--- src/rtl/pc_fetch_pkg.sv ---
// pc_fetch_pkg: shared types and field positions for the pico fetch sequencer.
package pc_fetch_pkg;
  typedef enum logic [1:0] {INCREMENT = 2'd0, RELATIVE = 2'd1, HALTCOUNT = 2'd2} modePC;
  typedef enum logic [2:0] {IDLE, FETCH, WAIT, EXEC, HALTED} fetchState;
  localparam int OPCODE_MSB = 31;
  localparam int OPCODE_LSB = 27;
  localparam int RETIRED_W = 16;
endpackage

--- src/rtl/pc_fetch_if.sv ---
// pc_fetch_if: instruction-memory req/gnt/rvalid handshake.
interface pc_fetch_if #(
  parameter int ADDR_W = 8,
  parameter int INSTR_W = 32
);
  logic req;
  logic [ADDR_W-1:0] addr;
  logic gnt;
  logic rvalid;
  logic [INSTR_W-1:0] rdata;
  modport master(output req, addr, input gnt, rvalid, rdata);
  modport slave(input req, addr, output gnt, rvalid, rdata);
endinterface

--- src/rtl/pc_fetch_pc_next.sv ---
// pc_next: next-PC from mode and offset; the offset is already PC-wide so the modulo add sign-extends and wraps.
module pc_next import pc_fetch_pkg::*; #(
  parameter int ADDR_W = 8
) (
  input  logic [ADDR_W-1:0] pc,
  input  modePC mode,
  input  logic [ADDR_W-1:0] offset,
  input  logic halt,
  output logic [ADDR_W-1:0] next_pc,
  output logic stop
);
  always_comb begin
    stop = halt || !(mode inside {INCREMENT, RELATIVE});
    next_pc = stop ? pc : mode == RELATIVE ? pc + offset : pc + ADDR_W'(1);
  end
endmodule

--- src/rtl/pc_fetch.sv ---
// pc_fetch: program counter and fetch sequencer; hands one instruction at a time to the decoder.
module pc_fetch import pc_fetch_pkg::*; #(
  parameter int ADDR_W = 8,
  parameter int INSTR_W = 32,
  parameter logic [ADDR_W-1:0] RESET_PC = '0
) (
  input  logic clk_i,
  input  logic rst_ni,
  input  logic run_i,
  input  modePC mode_pc_i,
  input  logic [ADDR_W-1:0] offset_i,
  input  logic halt_core_i,
  pc_fetch_if.master imem,
  output logic [INSTR_W-1:0] instr_o,
  output logic instr_valid_o,
  output logic [ADDR_W-1:0] pc_o,
  output logic halted_o,
  output logic [RETIRED_W-1:0] retired_o
);
  fetchState state;
  logic [ADDR_W-1:0] next_pc;
  logic stop;
  logic [1:0] since_rst;
  pc_next #(.ADDR_W(ADDR_W)) u_pc_next (
    .pc(pc_o),
    .mode(mode_pc_i),
    .offset(offset_i),
    .halt(halt_core_i),
    .next_pc(next_pc),
    .stop(stop)
  );
  assign imem.req = state == FETCH;
  assign imem.addr = pc_o;
  assign instr_valid_o = state == EXEC;
  assign halted_o = state == IDLE || state == HALTED;
  always_ff @(posedge clk_i or negedge rst_ni) begin
    if (!rst_ni) begin
      state <= IDLE;
      pc_o <= RESET_PC;
      instr_o <= '0;
      retired_o <= '0;
    end else begin
      case (state)
        IDLE, HALTED: if (run_i) begin
          pc_o <= RESET_PC;
          state <= FETCH;
        end
        FETCH: if (imem.gnt) begin
          if (imem.rvalid) instr_o <= imem.rdata;
          state <= imem.rvalid ? EXEC : WAIT;
        end
        WAIT: if (imem.rvalid) begin
          instr_o <= imem.rdata;
          state <= EXEC;
        end
        EXEC: begin
          retired_o <= retired_o + RETIRED_W'(1);
          pc_o <= next_pc;
          state <= stop ? HALTED : FETCH;
        end
        default: state <= IDLE;
      endcase
    end
  end
  // a read started before reset may still land shortly after release
  always_ff @(posedge clk_i or negedge rst_ni) begin
    if (!rst_ni) since_rst <= '0;
    else if (since_rst != 2'd3) since_rst <= since_rst + 2'd1;
  end
  always_ff @(posedge clk_i) begin
    if (rst_ni && state == EXEC)
      assert (mode_pc_i inside {INCREMENT, RELATIVE, HALTCOUNT})
      else $error("pc_fetch: undefined mode_pc_i in EXEC, treated as HALTCOUNT");
    if (rst_ni && halted_o && since_rst == 2'd3)
      assert (!imem.rvalid)
      else $error("pc_fetch: rvalid while idle or halted");
  end
endmodule
--- src/flat_wrapper.sv ---
// flat-port wrapper written by rule: the top's interface ports become plain ports
module pc_fetch_flat import pc_fetch_pkg::*;
#(
  parameter int ADDR_W = 8,
  parameter int INSTR_W = 32,
  parameter logic [ADDR_W-1:0] RESET_PC = '0
)
  (clk_i, rst_ni, run_i, mode_pc_i, offset_i, halt_core_i, instr_o, instr_valid_o, pc_o, halted_o, retired_o, imem_req, imem_addr, imem_gnt, imem_rvalid, imem_rdata);
  pc_fetch_if #(.ADDR_W(ADDR_W), .INSTR_W(INSTR_W)) imem_i ();
  input  logic clk_i;
  input  logic rst_ni;
  input  logic run_i;
  input  modePC mode_pc_i;
  input  logic [ADDR_W-1:0] offset_i;
  input  logic halt_core_i;
  output logic [INSTR_W-1:0] instr_o;
  output logic instr_valid_o;
  output logic [ADDR_W-1:0] pc_o;
  output logic halted_o;
  output logic [RETIRED_W-1:0] retired_o;
  output wire logic [$bits(imem_i.req)-1:0] imem_req;
  output wire logic [$bits(imem_i.addr)-1:0] imem_addr;
  input wire logic [$bits(imem_i.gnt)-1:0] imem_gnt;
  input wire logic [$bits(imem_i.rvalid)-1:0] imem_rvalid;
  input wire logic [$bits(imem_i.rdata)-1:0] imem_rdata;
  assign imem_req = imem_i.req;
  assign imem_addr = imem_i.addr;
  assign imem_i.gnt = imem_gnt;
  assign imem_i.rvalid = imem_rvalid;
  assign imem_i.rdata = imem_rdata;
  pc_fetch #(.ADDR_W(ADDR_W), .INSTR_W(INSTR_W), .RESET_PC(RESET_PC)) u_core (.clk_i(clk_i), .rst_ni(rst_ni), .run_i(run_i), .mode_pc_i(mode_pc_i), .offset_i(offset_i), .halt_core_i(halt_core_i), .imem(imem_i), .instr_o(instr_o), .instr_valid_o(instr_valid_o), .pc_o(pc_o), .halted_o(halted_o), .retired_o(retired_o));
endmodule
--- config.mk ---
export PLATFORM = sky130hd
export DESIGN_NAME = pc_fetch_flat
export DESIGN_NICKNAME = d
export VERILOG_FILES = /design/src/rtl/pc_fetch_pkg.sv /design/src/rtl/pc_fetch_if.sv /design/src/rtl/pc_fetch_pc_next.sv /design/src/rtl/pc_fetch.sv /design/src/flat_wrapper.sv
export SDC_FILE = /design/constraint.sdc
export NUM_CORES = 1
export LEC_CHECK = 0
export ABC_AREA = 1
export CORE_MARGIN = 1
export CORE_UTILIZATION = 45
export DETAILED_ROUTE_END_ITERATION = 10
export PLACE_DENSITY_LB_ADDON = 0.08
export SYNTH_ARGS = -nofsm -noshare
export SYNTH_HDL_FRONTEND = slang
export SYNTH_SLANG_ARGS = --single-unit
--- constraint.sdc ---
create_clock -name clk_i -period 2.1 [get_ports clk_i]
set_input_delay 0.525 -clock clk_i [delete_from_list [all_inputs] [get_ports clk_i]]
set_output_delay 0.525 -clock clk_i [all_outputs]
set_load 0.05 [all_outputs]
==> impl_metrics.json, run 1 <==
{
  "synth.distinct_cells": 25,
  "grt_pass1_vias": 2814,
  "final_critical_path_setup_slack_ns": 0.0728,
  "fraction_of_met2_tracks_used_by_global_routing": 0.356,
  "ys_seq_elements": 59,
  "most_common_cell": "nand2_1",
  "clock_tree_area_fraction": 0.0428,
  "pwr.group.clock_mw": 1.04,
  "drive_above_1_share": 0.124,
  "cts_made_buffers": 9,
  "grt_setup_unrepaired": "no",
  "placed_cells": 571,
  "die_span_y_um": 84.7,
  "area_delta_synth_final_pct": 47.2,
  "worstSetupPathType": "flip-flop to primary output",
  "portion_of_the_post_synthesis_area_used_by_sequential_elements": 0.480,
  "die_x_extent_um": 84.7,
  "detailedPlacementHpwl_um": 5190,
  "n_antenna_cell": 0,
  "worstSkewPairLatency_ns": 0.33,
  "post_synth_main_area_contributors": "dfrtp_1 48%, nand2_1 18%, nand3_1 8.3%",
  "cts_hold_buf": 0,
  "comb_power_share": 0.556,
  "max_clock_freq_ghz": 0.493,
  "depth_of_the_most_critical_reg_to_reg_path": 8,
  "max_area_cell_class": "registers",
  "gr-total-overflow": 0,
  "tally_of_openroad_warnings": 26,
  "pwr-share-clk": 0.163,
  "synth_top_area_share": 0.480,
  "core.rowCount": 29,
  "wl_met2_um": 3570,
  "outcome": "finished clean",
  "layout.sequential_cells": 59
}
==> run 1: state kept, by name, summed over array words and instances (netlist names) <==
signal	count
u_core.instr_o	32
u_core.retired_o	16
u_core.imem.addr	8
u_core.state	3
==> run 1: timing repair <==
action / 4_1_cts / 5_1_grt
endpoints found under the setup margin: 15 / 15
pin swaps: 3 / 1
resized: 14 / 13
==> run 1: cell families (layout without fill, tap and decap cells) <==
family / Yosys count / count (layout) / share of synthesized area
compound gates: 14 / 14 / 0.0228
flops: 59 / 59 / 0.480
simple gates: 242 / 242 / 0.349
buf+inv: 56 / 176 / 0.0834
xor+xnor: 9 / 9 / 0.0256
fa+ha+maj: 9 / 9 / 0.0391
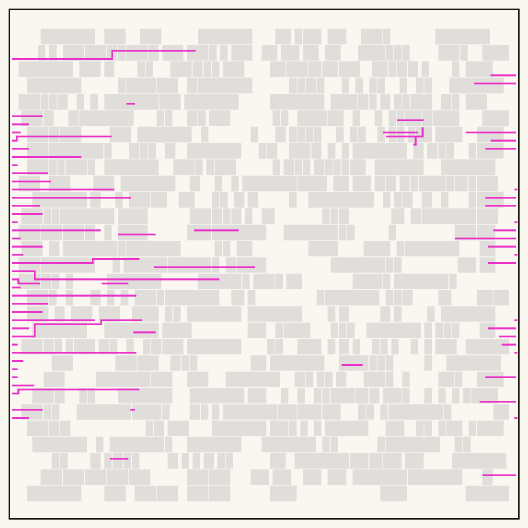
Figure 1: run 1, metal 3.
Drawn at 6 px/um. Cells faint in the background.
share of all routed wire: 6.6%
main direction: horizontal
nets with wire on the layer: 66
wire length on this layer: 492 um
longest straight run: 30.6 um
Total Wirelength: 7410 um
via count: 2877
M3 GR Usage: 0.0787

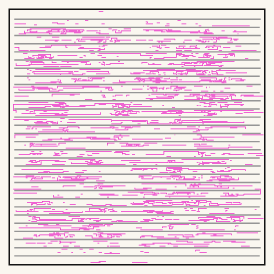
Figure 2: run 1, met1 routing.
Drawn at 3 px/um. Supply wires on this layer in gray.
nets with wire on the layer: 489
main direction: horizontal
longest straight run: 21.6 um
wire length on this layer: 3280 um
routing usage on met1: 0.281

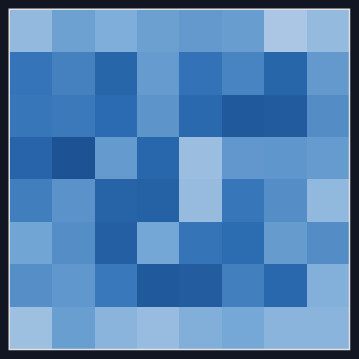
Figure 3: run 1, placement density heat map.
Drawn at 4 px/um. The die is cut into 8 by 8 equal tiles; white is low, dark blue is high, 0 to 100% covered.
fullest tile: 86%
tiles over 75% full: 25%
mean over tiles: 62%
densest ninth of the die: middle left
Core Box Area: 6460 um^2
FP Util: 0.476
core utilization of the finished layout: 0.701

Figure 4. Clock wiring as the flow saved it (run 1).
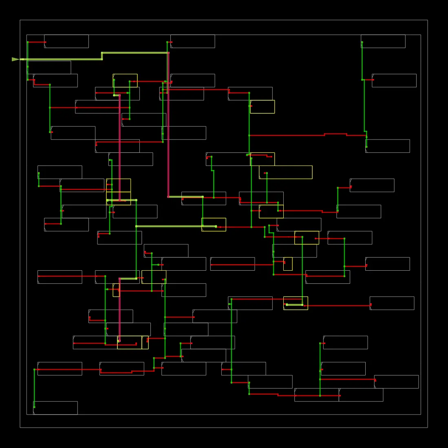

==> inputs of run 2 (changes only) <==
--- a/config.mk
+++ b/config.mk
@@ -8,6 +8,7 @@
 export ABC_AREA = 1
 export CORE_MARGIN = 1
-export CORE_UTILIZATION = 45
+export CORE_UTILIZATION = 63
 export DETAILED_ROUTE_END_ITERATION = 10
+export DONT_BUFFER_PORTS = 1
 export PLACE_DENSITY_LB_ADDON = 0.08
 export SYNTH_ARGS = -nofsm -noshare
==> constraint.sdc (replaced) <==
create_clock -name clk_i -period 2.1 [get_ports clk_i]
set_input_delay 0.525 -clock clk_i [delete_from_list [all_inputs] [get_ports clk_i]]
set_output_delay 0.525 -clock clk_i [all_outputs]
set_load 0.02 [all_outputs]
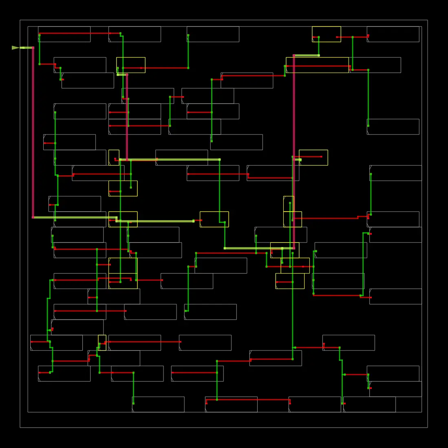
Figure 5: run 2, clock wiring as the flow saved it.
clock-net power: 1.05 mW
number of flip-flops and latches: 59

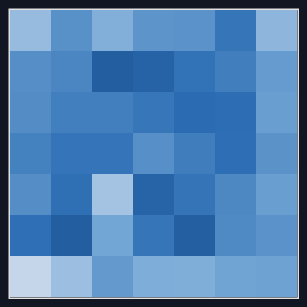
Figure 6: run 2, placement density heat map.
Drawn at 4 px/um. The die is cut into 7 by 7 equal tiles; white is low, dark blue is high, 0 to 100% covered.
tiles over 75% full: 16%
mean over tiles: 63%
fullest tile: 81%
core utilization of the finished layout: 0.704
Core Box Area: 4720 um^2
FP Util: 0.651

==> run 2 against run 1 <==
Against the previous run:
- power down 29%
- setup slack better by 0.23 ns
- worst hold slack worse by 0.14 ns
- utilization up 0.27 points
- largest cell class unchanged
- highest routed layer unchanged
==> impl_metrics.json, run 2 <==
{
  "outcome": "finished clean",
  "portion_of_the_post_synthesis_area_used_by_sequential_elements": 0.480,
  "routed_wl_um": 6030,
  "post_synth_and_or_nand_nor_area_fraction": 0.349,
  "synth.distinct_cells": 25,
  "post_synth_main_area_contributors": "dfrtp_1 48%, nand2_1 18%, nand3_1 8.3%",
  "post_synth_main_logic_family": "simple AND/OR/NAND/NOR gates",
  "yosys.area_share.adder": 0.0391,
  "yosys_xor_share": 0.0256,
  "cts_repair_resize_count": 0,
  "grt_setup_unrepaired": "no",
  "final_critical_path_setup_slack_ns": 0.302,
  "die_span_y_um": 71.9,
  "depth_of_the_most_critical_reg_to_reg_path": 7,
  "globalRouteMet3Util": 0.0886,
  "largest_register_ff_count": 32,
  "ys_seq_elements": 59,
  "gr-total-overflow": 0,
  "placed_cells": 443,
  "wl_met2_um": 2930,
  "core.rowCount": 25,
  "met1_usage": 0.315,
  "die_x_extent_um": 71.9,
  "drive_above_1_share": 0.107,
  "post_synth_ao_oa_area_fraction": 0.0228,
  "tally_of_openroad_warnings": 26,
  "grt_pass1_vias": 2374,
  "biggest_register": "u_core.instr_o",
  "synth.mux.area_fraction": 0,
  "n_antenna_cell": 0,
  "cts_made_buffers": 9,
  "cts_hold_buf": 1,
  "fraction_of_met2_tracks_used_by_global_routing": 0.417,
  "area_delta_synth_final_pct": 8.06
}
[run 2: layout make-up]
cell class	count	area, um^2	share of cell area
sequential	59	1480	0.444
multi-input combinational	274	1350	0.405
clock buffer	12	155	0.0467
inverter	37	139	0.0418
tap	67	83.8	0.0252
timing repair buffer	7	72.6	0.0218
clock inverter	4	48.8	0.0147
[run 2: metrics by stage]
| step | TNS, ns | util |
|---|---|---|
| 2_1_floorplan | 0 | - |
| 3_3_place_gp | 0 | 0.655 |
| 3_5_place_dp | -0.0495 | 0.655 |
| 4_1_cts | 0 | 0.704 |
| 5_1_grt | 0 | 0.704 |
| 6_report | 0 | 0.704 |
[run 2: power by group]
part	switching [mW]	internal (mW)
Sequential	0.769	1.52
Clock	0.439	0.611
Combinational	0.770	0.386
Power and IR drop assume default switching activity.
